[src/rtl/apb_timer_slave.sv]
// APB timer slave: a prescaled 32-bit down-counter with auto-reload and a level irq.
// Ports: Hclk/Hresetn, APB Pselx/Penable/Pwrite/Paddr/Pwdata -> Prdata, irq out.
module apb_timer_slave #(
    parameter int SLV_IDX = 0,
    parameter int PRE_W   = 8
) (
    input  logic        Hclk,
    input  logic        Hresetn,
    input  logic [2:0]  Pselx,
    input  logic        Penable,
    input  logic        Pwrite,
    input  logic [31:0] Paddr,
    input  logic [31:0] Pwdata,
    output logic [31:0] Prdata,
    output logic        irq
);

    localparam logic [2:0] A_CTRL   = 3'd0;
    localparam logic [2:0] A_LOAD   = 3'd1;
    localparam logic [2:0] A_VALUE  = 3'd2;
    localparam logic [2:0] A_STATUS = 3'd3;
    localparam logic [2:0] A_PRE    = 3'd4;

    logic             en_q, en_d;
    logic             auto_q, auto_d;
    logic             ie_q, ie_d;
    logic             pend_q, pend_d;
    logic [31:0]      load_q, load_d;
    logic [31:0]      value_q, value_d;
    logic [31:0]      rdata_q, rdata_d;
    logic [PRE_W-1:0] pre_q, pre_d;
    logic [PRE_W-1:0] pre_cnt_q, pre_cnt_d;

    logic       sel;
    logic       wr;
    logic       rd;
    logic       ctrl_wr;
    logic       tick;
    logic [2:0] addr;
    logic       unused;

    assign sel     = Pselx[SLV_IDX];
    assign addr    = Paddr[4:2];
    assign wr      = sel & Penable & Pwrite;
    assign rd      = sel & ~Penable & ~Pwrite;
    assign ctrl_wr = wr && (addr == A_CTRL);
    assign tick    = en_q && (pre_cnt_q == pre_q);
    assign unused  = ^{Pselx, Paddr[31:5], Paddr[1:0]};

    always_comb begin
        en_d      = en_q;
        auto_d    = auto_q;
        ie_d      = ie_q;
        pend_d    = pend_q;
        load_d    = load_q;
        value_d   = value_q;
        rdata_d   = rdata_q;
        pre_d     = pre_q;
        pre_cnt_d = pre_cnt_q;

        if (!en_q || tick) begin
            pre_cnt_d = '0;
        end else begin
            pre_cnt_d = pre_cnt_q + 1'b1;
        end

        // Clear before the underflow set so a same-cycle set survives.
        if (wr && (addr == A_STATUS) && Pwdata[0]) begin
            pend_d = 1'b0;
        end

        // A CTRL write in the same cycle swallows the tick.
        if (tick && !ctrl_wr) begin
            if (value_q != 32'd0) begin
                value_d = value_q - 32'd1;
            end else begin
                pend_d = 1'b1;
                if (auto_q) begin
                    value_d = load_q;
                end else begin
                    en_d = 1'b0;
                end
            end
        end

        if (wr) begin
            case (addr)
                A_CTRL: begin
                    en_d   = Pwdata[0];
                    auto_d = Pwdata[1];
                    ie_d   = Pwdata[2];
                    if (!en_q && Pwdata[0]) begin
                        value_d   = load_q;
                        pre_cnt_d = '0;
                    end
                end
                A_LOAD:  load_d = Pwdata;
                A_PRE:   pre_d  = Pwdata[PRE_W-1:0];
                default: ;
            endcase
        end

        // Captured at the end of setup; holds through enable.
        if (rd) begin
            case (addr)
                A_CTRL:   rdata_d = {29'd0, ie_q, auto_q, en_q};
                A_LOAD:   rdata_d = load_q;
                A_VALUE:  rdata_d = value_q;
                A_STATUS: rdata_d = {31'd0, pend_q};
                A_PRE:    rdata_d = {{(32-PRE_W){1'b0}}, pre_q};
                default:  rdata_d = 32'd0;
            endcase
        end
    end

    always_ff @(posedge Hclk or negedge Hresetn) begin
        if (!Hresetn) begin
            en_q      <= 1'b0;
            auto_q    <= 1'b0;
            ie_q      <= 1'b0;
            pend_q    <= 1'b0;
            load_q    <= '0;
            value_q   <= '0;
            rdata_q   <= '0;
            pre_q     <= '0;
            pre_cnt_q <= '0;
        end else begin
            en_q      <= en_d;
            auto_q    <= auto_d;
            ie_q      <= ie_d;
            pend_q    <= pend_d;
            load_q    <= load_d;
            value_q   <= value_d;
            rdata_q   <= rdata_d;
            pre_q     <= pre_d;
            pre_cnt_q <= pre_cnt_d;
        end
    end

    assign Prdata = rdata_q;
    assign irq    = pend_q & ie_q;

endmodule
[config.mk]
export PLATFORM = sky130hd
export DESIGN_NAME = apb_timer_slave
export DESIGN_NICKNAME = d
export VERILOG_FILES = /design/src/rtl/apb_timer_slave.sv
export SDC_FILE = /design/constraint.sdc
export NUM_CORES = 1
export LEC_CHECK = 0
export CORE_MARGIN = 2
export CORE_UTILIZATION = 45
export CTS_BUF_LIST = sky130_fd_sc_hd__clkbuf_8
export CTS_CLUSTER_DIAMETER = 200
export DETAILED_ROUTE_END_ITERATION = 6
export GPL_TIMING_DRIVEN = 0
export PLACE_DENSITY = 0.7
export SYNTH_ARGS = -nofsm -noshare
export SYNTH_HDL_FRONTEND = slang
export SYNTH_SLANG_ARGS = --single-unit
export TNS_END_PERCENT = 20
[constraint.sdc]
create_clock -name Hclk -period 7.7 [get_ports Hclk]
set_input_delay 1.54 -clock Hclk [delete_from_list [all_inputs] [get_ports Hclk]]
set_output_delay 1.54 -clock Hclk [all_outputs]
set_load 0.01 [all_outputs]
### Metal 1, run 1

Bar = 20 um. Supply wires on this layer in gray.
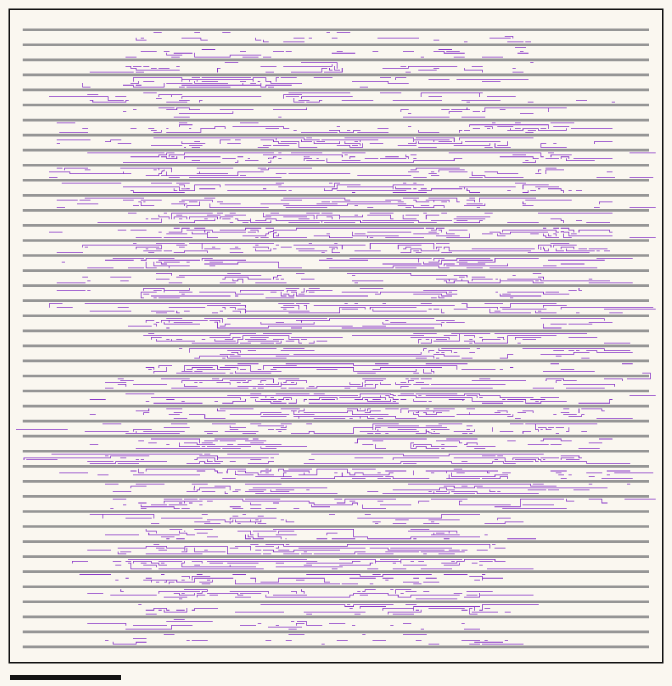
- wire length on this layer: 6960 um
- main direction: horizontal
- nets with wire on the layer: 659
- share of all routed wire: 45%

### Track usage over the die, run 1

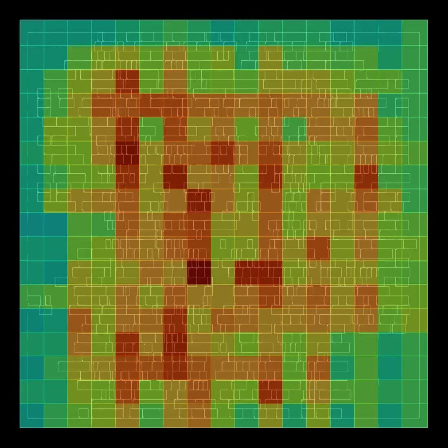
wire per inst: 17.9 um
fin util: 56.9%
met1 usage in global routing: 31.5%
highest-utilization routing layer at the global route stage: met2

### Signal wires on met4, run 1

Bar = 20 um. Supply wires on this layer in gray.
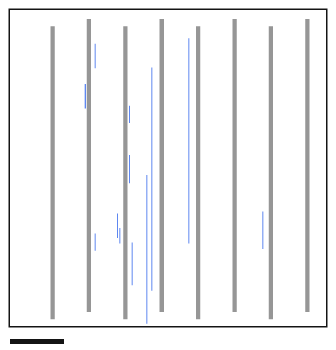
- longest straight run: 83.0 um
- share of all routed wire: 1.9%
- wire length on this layer: 298 um
- main direction: vertical
- nets with wire on the layer: 8
DRT Wirelength: 15400 um
vias post-DR: 5042

### M3 wires, run 1

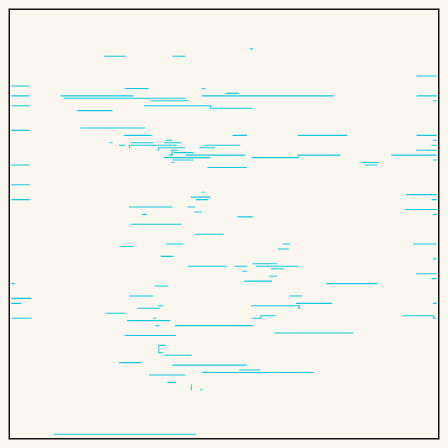
- main direction: horizontal
- nets with wire on the layer: 90
grt met3 use: 5.52%

==> results.txt, run 1 <==
Notes on the flow run.

- By count the netlist is led by sky130_fd_sc_hd__dfrtp_1, sky130_fd_sc_hd__nand2_1, sky130_fd_sc_hd__o21ai_0.
- The number of gates resized after cts is 0, for reference.
- In this run the static leakage power is just over 0.003 uW.
- The power share of the clock group is 31.5%, for reference.
- Per the skew report, the later register of the worst-skew pair sees a clock latency of 460 ps.
- For the worst setup path, the data arrival time is around 4500 ps.
- Setup repair after global routing left no endpoint under its margin.
- The worst clock skew is between 15 and 20 ps, for reference.
- The type of the tightest min-delay check is reg -> reg, for reference.
- In the Yosys report the total cell count is approximately 580.
- The final hold violation count recorded for this run is 0.
- CTS saw 116 sinks.
- The kind of end point of the critical path is a flop, for reference.
- The cell type with the largest total area is sky130_fd_sc_hd__dfrtp_1, for reference.
- The overall die size recorded for this design is 0.0139 mm2.
- The switching portion of total power comes to ~32%.
- The share of the core filled by cells before placement is 46.2%, for reference.
- The final cycle utilization of the critical path is 53.8%, for reference.
- TritonCTS built the clock tree.
- The flow ran to the end, and the final reports show no timing, DRC or antenna violations.
- The global-route wire length before repair is ~26000 um, for reference.
- Buffers placed on the I/O ports in this run total 71.
- The critical path in this run is classified as in -> reg.
- The fraction of final layout cells with drive strength greater than 1 is between 10 and 15%, for reference.
- Relative to the synthesized area, the layout overhead comes to 23.3%.
- The tool warning count for the run is roughly 58.
- Summed over all layers, the global routing overflow is 0.
- The most prevalent standard cell on the critical path is sky130_fd_sc_hd__clkbuf_1, for reference.
- Per the TritonCTS log, the buffer count is 17.
- The peak fanout along the critical path is 10, for reference.
- The net count after synthesis is ~660, for reference.
- The final max-slew violation count recorded for this run is 0.
- The post-synthesis async set-or-reset flop share is 100%, for reference.
- The worst-margin pin slew is between 1000 and 1500 ps, for reference.
- The CTS clock-pin slew for the worst setup and hold paths is about 70 ps, for reference.
- In this run the maximum-capacitance check reported violations numbering 0.
- In this run the remaining antenna-violating nets after routing total 0.
- The mean instance size in the synthesized netlist is 10.0 um2, for reference.
- At the end of the flow, the number of nets in the layout was 747.
- The initial antenna violation count is 0, for reference.
- The placement-stage worst setup slack is about 3100 ps, for reference.
- The type of element launching the critical path is an input port, for reference.
- Summed over all failing endpoints, the final setup total negative slack is 0 ps.
- The most numerous cell in the Yosys netlist is sky130_fd_sc_hd__dfrtp_1, for reference.
- The critical path endpoint has a required time of 8040 ps.
- Setup slack closes at approximately 3600 ps.
- The area inside the core boundary is ~0.013 mm2, for reference.
- The cell chosen for the clock root is sky130_fd_sc_hd__clkbuf_8, for reference.
run 1: tightest hold or removal path: stages (launching register included):
cell and delay [ps]:
sky130_fd_sc_hd__dfrtp_1 350, sky130_fd_sc_hd__nand2_1 50, sky130_fd_sc_hd__o21ai_0 60
run 1: registers in the layout, summed over array words and instances, names as in the netlist:
register,flops
auto_q,1
en_q,1
Prdata,32
pre_q,8
value_q,32
pend_q,1
load_q,32
pre_cnt_q,8
ie_q,1
run 1: through the flow:
stage	hold slack [ps]	area [um2]	util, %	cells
2_1_floorplan	467	5830	-	582
3_3_place_gp	467	6750	53.5	825
3_5_place_dp	470	6780	53.7	826
4_1_cts	489	7190	56.9	858
5_1_grt	502	7190	56.9	858
6_report	485	7190	56.9	858
run 1: power groups by stage:
stage               Combinational, uW  Clock, uW  Sequential, uW
detailed placement                410          0             842
floorplan                         283          0             807
CTS                               414        582             831
global placement                  400          0             837
global route                      467        612             851
finish                            415        575             835
run 1: cell usage in the layout (no fill, tap or decap), types with 11 or more instances in the layout:
cell,count
sky130_fd_sc_hd__clkdlybuf4s50_1,70
sky130_fd_sc_hd__mux2_2,43
sky130_fd_sc_hd__and3_1,13
sky130_fd_sc_hd__o21ai_0,51
sky130_fd_sc_hd__xor2_1,15
sky130_fd_sc_hd__clkbuf_8,22
sky130_fd_sc_hd__a21oi_1,14
sky130_fd_sc_hd__a22oi_1,31
sky130_fd_sc_hd__clkbuf_1,27
sky130_fd_sc_hd__nand3_1,22
sky130_fd_sc_hd__dfrtp_1,116
sky130_fd_sc_hd__nand2_1,60
sky130_fd_sc_hd__or3_1,12
sky130_fd_sc_hd__nand4_1,11
sky130_fd_sc_hd__nor2_1,47
sky130_fd_sc_hd__nor3_1,20
run 1: layout make-up:
class / instances / area, um2 / area share (%)
Multi-Input combinational cell: 425 / 2750 / 38.2
Clock buffer: 22 / 303 / 4.21
Buffer: 38 / 166 / 2.32
Tap cell: 172 / 215 / 2.99
Inverter: 3 / 11.3 / 0.157
Clock inverter: 10 / 104 / 1.45
Sequential cell: 116 / 2900 / 40.4
Timing Repair Buffer: 72 / 736 / 10.2
run 1: kinds of logic (layout without fill, tap and decap cells):
logic type	Yosys count	count (layout)	share of synthesized area (%)
AND-OR/OR-AND	136	136	15.8
buffers and inverters	41	145	3.05
adder cells (fa/ha/maj)	3	3	0.644
AND/OR/NAND/NOR	223	223	19.3
flip-flops	116	116	49.8
XOR/XNOR	17	17	2.55
multiplexers	46	46	8.82
run 1: routing by layer:
layer  share of wire, %  GRT usage (%)
met2                 47           36.9
met1                 45           31.5
met4                1.9           8.81
met3                5.4           5.52
met5                  0              0
run 1: path summary, 6_finish.rpt:
| check | startpoint | to | slack (ps) | cells past startpoint |
|---|---|---|---|---|
| worst max-delay path | Paddr[2] | load_q[0] | 3560 | 7 |
| worst min-delay path | Prdata[10] | Prdata[10] | 480 | 2 |
| worst max register to register | value_q[15] | value_q[17] | 4430 | 9 |
| worst min register to register | Prdata[10] | Prdata[10] | 480 | 2 |
| max in group asynchronous | Hresetn | Prdata[20] | 5820 | 2 |
| min in group asynchronous | Hresetn | pre_cnt_q[0] | 1130 | 1 |
## Run 2: what changed since run 1
clock period = 3.85 ns   (was 7.7 ns; I/O delays follow)
### Signal wires on met2, run 2

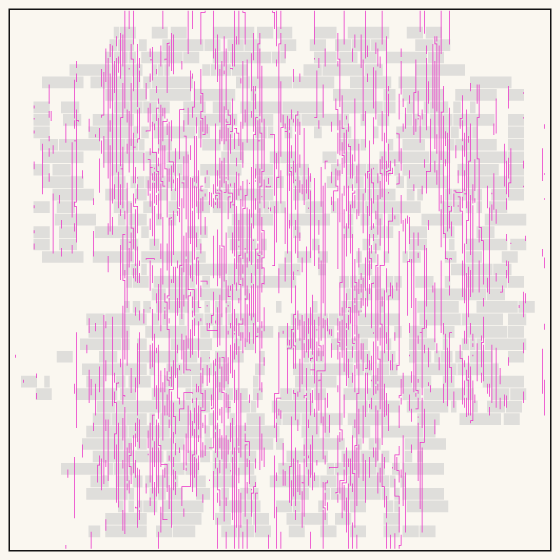
- share of all routed wire: 47%
- main direction: vertical
- wire length on this layer: 7300 um
- longest straight run: 36.7 um
- nets with wire on the layer: 625

### Signal wires on met4, run 2

Bar = 20 um. Supply wires on this layer in gray.
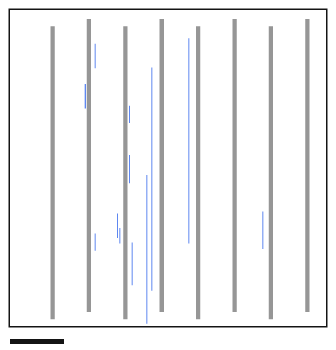

==> results.txt, run 2 <==
Notes on the flow run.

- The worst hold slack after final layout is 362 ps (was 485 ps), for reference.
- The most numerous cell in the Yosys netlist is sky130_fd_sc_hd__dfrtp_1 (unchanged), for reference.
- The number of standard cells reported by yosys is 582 (unchanged).
- The number of violations of the max-capacitance limit is 0 (unchanged), for reference.
- The final non-filler cell area is 0.00719 mm2 (unchanged), for reference.
- The layout-stage area growth over the synthesis result is 23.3% (unchanged), for reference.
- The area inside the core boundary came to 0.0126 mm2 (unchanged).
- The number of nets with antenna violations after detailed routing is 0 (unchanged), for reference.
- The initial antenna violation count is 0 (unchanged).
- The clock insertion delay at the later pin of the skew report is 460 ps (about the same).
- The final hold violation count is 0 (unchanged), for reference.
- The total die area is 0.0139 mm2 (unchanged), for reference.
- The leakage power of the design is 0.00303 uW (unchanged), for reference.
- The peak fanout along the critical path came to 10 (unchanged).
- The cell area after placement is 0.00678 mm2 (unchanged).
- The kind of end point of the critical path was a flop (unchanged).
- The clock buffer count from CTS is 17 (unchanged).
- The arrival time at the worst endpoint was 3700 ps (was 4470 ps).
- The mean routed wirelength per cell is 17.9 um (unchanged).
- The start-to-end type of the worst setup path is in -> reg (unchanged), for reference.
- The worst reg-to-reg setup slack is 580 ps (was 4430 ps), for reference.
- The final cycle utilization of the critical path is between 80% and 90%, for reference.
- The global-route wire length before repair is 25800 um (unchanged).
- The critical register-to-register path endpoint is value_q[17] (unchanged), for reference.
- Result of the run: finished clean (unchanged).
### Metal 1, run 2

Bar = 20 um. Supply wires on this layer in gray.
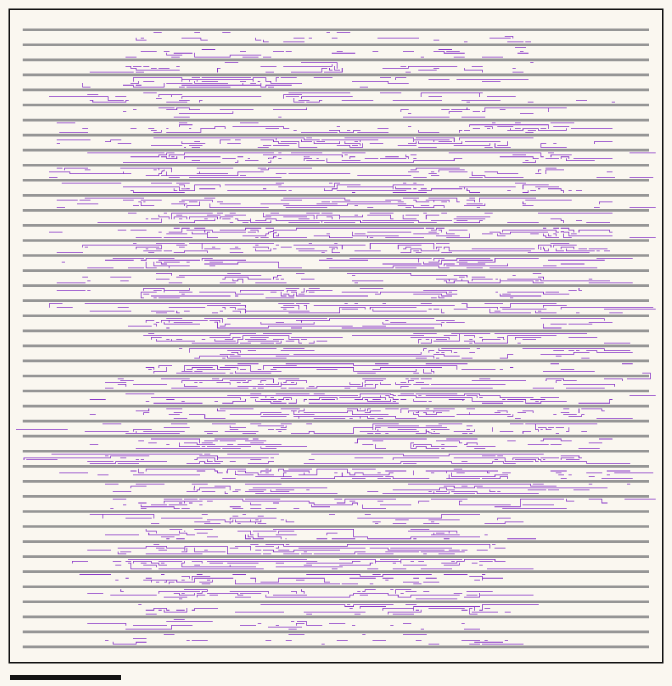
- main direction: horizontal
- nets with wire on the layer: 659
- wire length on this layer: 6960 um

==> run 2: cell counts after synthesis <==
No cell type changed its count.
==> run 2: worst max-delay path by stage <==
stage	slack (ps)	cells past startpoint	from	endpoint
5_1_grt	290	7	Paddr[2]	load_q[30]
4_1_cts	510	6	Paddr[4]	load_q[9]
6_report	480	7	Paddr[2]	load_q[0]
2_1_floorplan	1080	7	Paddr[2]	load_q[0]
3_5_place_dp	30	6	Paddr[4]	load_q[0]
3_3_place_gp	-2290	1	Hresetn	Prdata[16]
==> run 2: worst max-delay path, stage by stage <==
cell                       delay [ps]
sky130_fd_sc_hd__clkbuf_1         310
sky130_fd_sc_hd__inv_1            210
sky130_fd_sc_hd__nor3_1           910
sky130_fd_sc_hd__and2_0           220
sky130_fd_sc_hd__clkbuf_1         320
sky130_fd_sc_hd__buf_1            530
sky130_fd_sc_hd__mux2_2           410
==> run 2: through the flow <==
| step | std cells | TNS [ps] | setup slack, ps | util [%] |
|---|---|---|---|---|
| 2_1_floorplan | 582 | 0 | 1080 | - |
| 3_3_place_gp | 825 | -264520 | -2290 | 53.5 |
| 3_5_place_dp | 826 | 0 | 27.9 | 53.7 |
| 4_1_cts | 858 | 0 | 514 | 56.9 |
| 5_1_grt | 858 | 0 | 292 | 56.9 |
| 6_report | 858 | 0 | 481 | 56.9 |
==> run 2: final cells by class <==
class | count | area [um2]
Fill cell | 1173 | 5430
Multi-Input combinational cell | 425 | 2750
Clock inverter | 10 | 104
Sequential cell | 116 | 2900
Clock buffer | 22 | 303
Buffer | 38 | 166
Tap cell | 172 | 215
Inverter | 3 | 11.3
Timing Repair Buffer | 72 | 736
==> run 2: power by group <==
group | switching (uW) | internal, uW
Clock | 498 | 652
Combinational | 442 | 389
Sequential | 244 | 1430
==> run 2: routing by layer <==
metal | vias up | routed length, um | track usage (%)
met3 | 32 | 837 | 5.52
met1 | 2495 | 6960 | 31.5
li1 | 2335 | - | -
met5 | - | 0 | 0
met2 | 180 | 7300 | 36.9
met4 | 0 | 297 | 8.81
==> run 2: cell families after synthesis <==
kind of cell    share of synthesized area, %
fa+ha+maj                              0.644
flops                                   49.8
buf+inv                                 3.05
xor+xnor                                2.55
compound gates                          15.8
mux                                     8.82
simple gates                            19.3
## Run 3: what changed since run 2
TNS_END_PERCENT = 5   (was 20)
### M3 wires, run 3

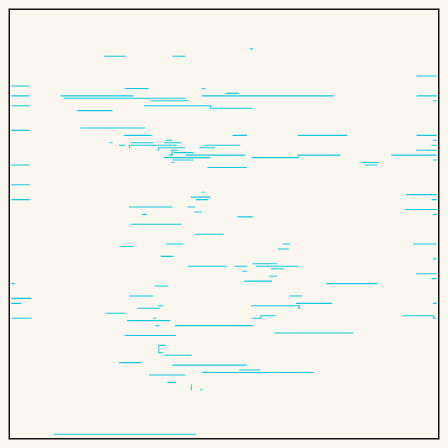
- longest straight run: 38.9 um
- wire length on this layer: 838 um
- nets with wire on the layer: 90
- main direction: horizontal
- share of all routed wire: 5.4%

### Track usage over the die, run 3

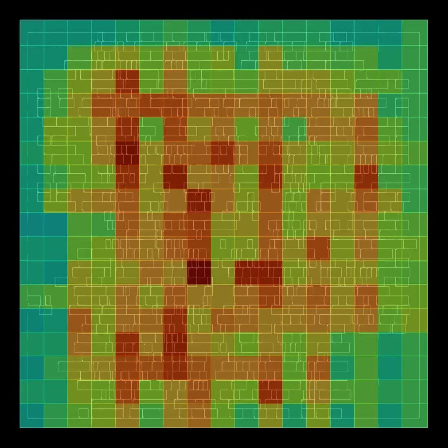
met2 track utilization from global routing: 36.9%
global-route total usage across every layer: 23.4%

==> results.txt, run 3 <==
Notes on the flow run.

- The initial antenna violation count is 0 (unchanged).
- The total die area is 0.0139 mm2 (unchanged), for reference.
- The mean instance size in the synthesized netlist is 10.0 um2 (unchanged), for reference.
- The end-of-flow core utilization is 56.9% (unchanged).
- The stage-log warning count is 58 (unchanged), for reference.
- The number of violations of the max-capacitance limit is 0 (unchanged).
- The clock tree from TritonCTS was done (unchanged).
- The cell type with the largest total area is sky130_fd_sc_hd__dfrtp_1 (unchanged).
- The worst clock skew is 15.7 ps (unchanged), for reference.
- Setup repair after global routing missed its margin: false (unchanged).
- Synth top cells by count: sky130_fd_sc_hd__dfrtp_1, sky130_fd_sc_hd__nand2_1, sky130_fd_sc_hd__o21ai_0 (unchanged).
- The type of element launching the critical path is an input port (unchanged), for reference.
- The cell chosen for the clock root is sky130_fd_sc_hd__clkbuf_8 (unchanged), for reference.
- The logic depth of the worst register-to-register path is 9 (unchanged).
- The data required time of the worst path was 4190 ps (about the same).
- The most numerous cell in the Yosys netlist is sky130_fd_sc_hd__dfrtp_1 (unchanged), for reference.
- The total of buffers placed on input and output ports is 71 (unchanged), for reference.
- The area inside the core boundary is 0.0126 mm2 (unchanged), for reference.
- Result of the run: finished clean (unchanged).
- The number of clock sinks is 116 (unchanged), for reference.
### Signal wires on met2, run 3

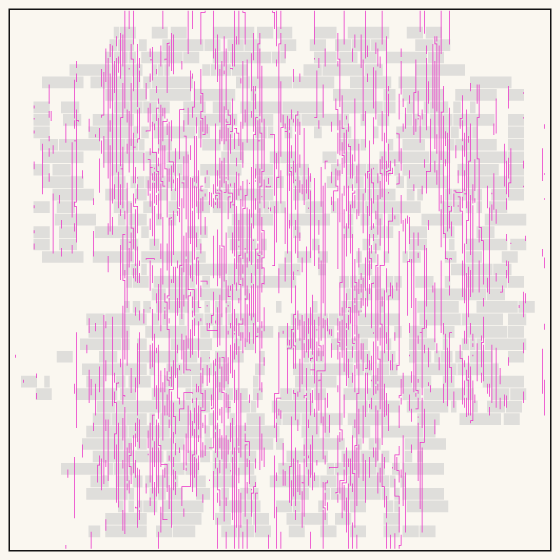
- wire length on this layer: 7300 um
- main direction: vertical

[run 3: kinds of logic after synthesis]
logic type | Yosys count | synth area share (%)
compound gates | 136 | 15.8
xor+xnor | 17 | 2.55
fa+ha+maj | 3 | 0.644
mux | 46 | 8.82
simple gates | 223 | 19.3
flops | 116 | 49.8
buf+inv | 41 | 3.05
[run 3: layout make-up]
type	instances	area share [%]
repair buffers	72	10.2
well taps	172	2.99
flip-flops and latches	116	40.4
inverters	3	0.157
plain buffers	38	2.32
multi-input cells	425	38.2
clock buffers	22	4.21
clock inverters	10	1.45
[run 3: critical path, cell delays in order]
cell	delay (ps)
sky130_fd_sc_hd__clkbuf_1	310
sky130_fd_sc_hd__inv_1	210
sky130_fd_sc_hd__nor3_1	910
sky130_fd_sc_hd__and2_0	220
sky130_fd_sc_hd__clkbuf_1	320
sky130_fd_sc_hd__buf_1	530
sky130_fd_sc_hd__mux2_2	410
[run 3: worst min path at each step]
stage	from	to	cells past startpoint
after floorplan	Hresetn	Prdata[0]	0
after global placement	Prdata[9]	Prdata[9]	2
after detailed placement	Prdata[10]	Prdata[10]	2
after CTS	Hresetn	pre_cnt_q[0]	1
after global routing	Hresetn	pre_cnt_q[0]	1
final	Hresetn	pre_cnt_q[0]	1
[run 3: through the flow]
step | total power [uW] | worst slack [ps] | std cells | TNS, ps
3_5_place_dp | 2500 | 27.9 | 826 | 0
4_1_cts | 3660 | 514 | 858 | 0
3_3_place_gp | 2470 | -2290 | 825 | -264520
5_1_grt | 3860 | 292 | 858 | 0
2_1_floorplan | 2180 | 1080 | 582 | 0
6_report | 3650 | 481 | 858 | 0
[run 3: metal layers]
metal / vias up / wire (um)
met2: 180 / 7300
li1: 2335 / -
met3: 32 / 837
met5: - / 0
met1: 2495 / 6960
met4: 0 / 297
[run 3: power by group]
part | internal (uW) | total (uW) | leakage, uW | switching, uW
clock | 652 | 1150 | 0.000212 | 498
combinational | 389 | 830 | 0.00128 | 442
sequential | 1430 | 1670 | 0.00154 | 244
Power and IR drop assume default switching activity.
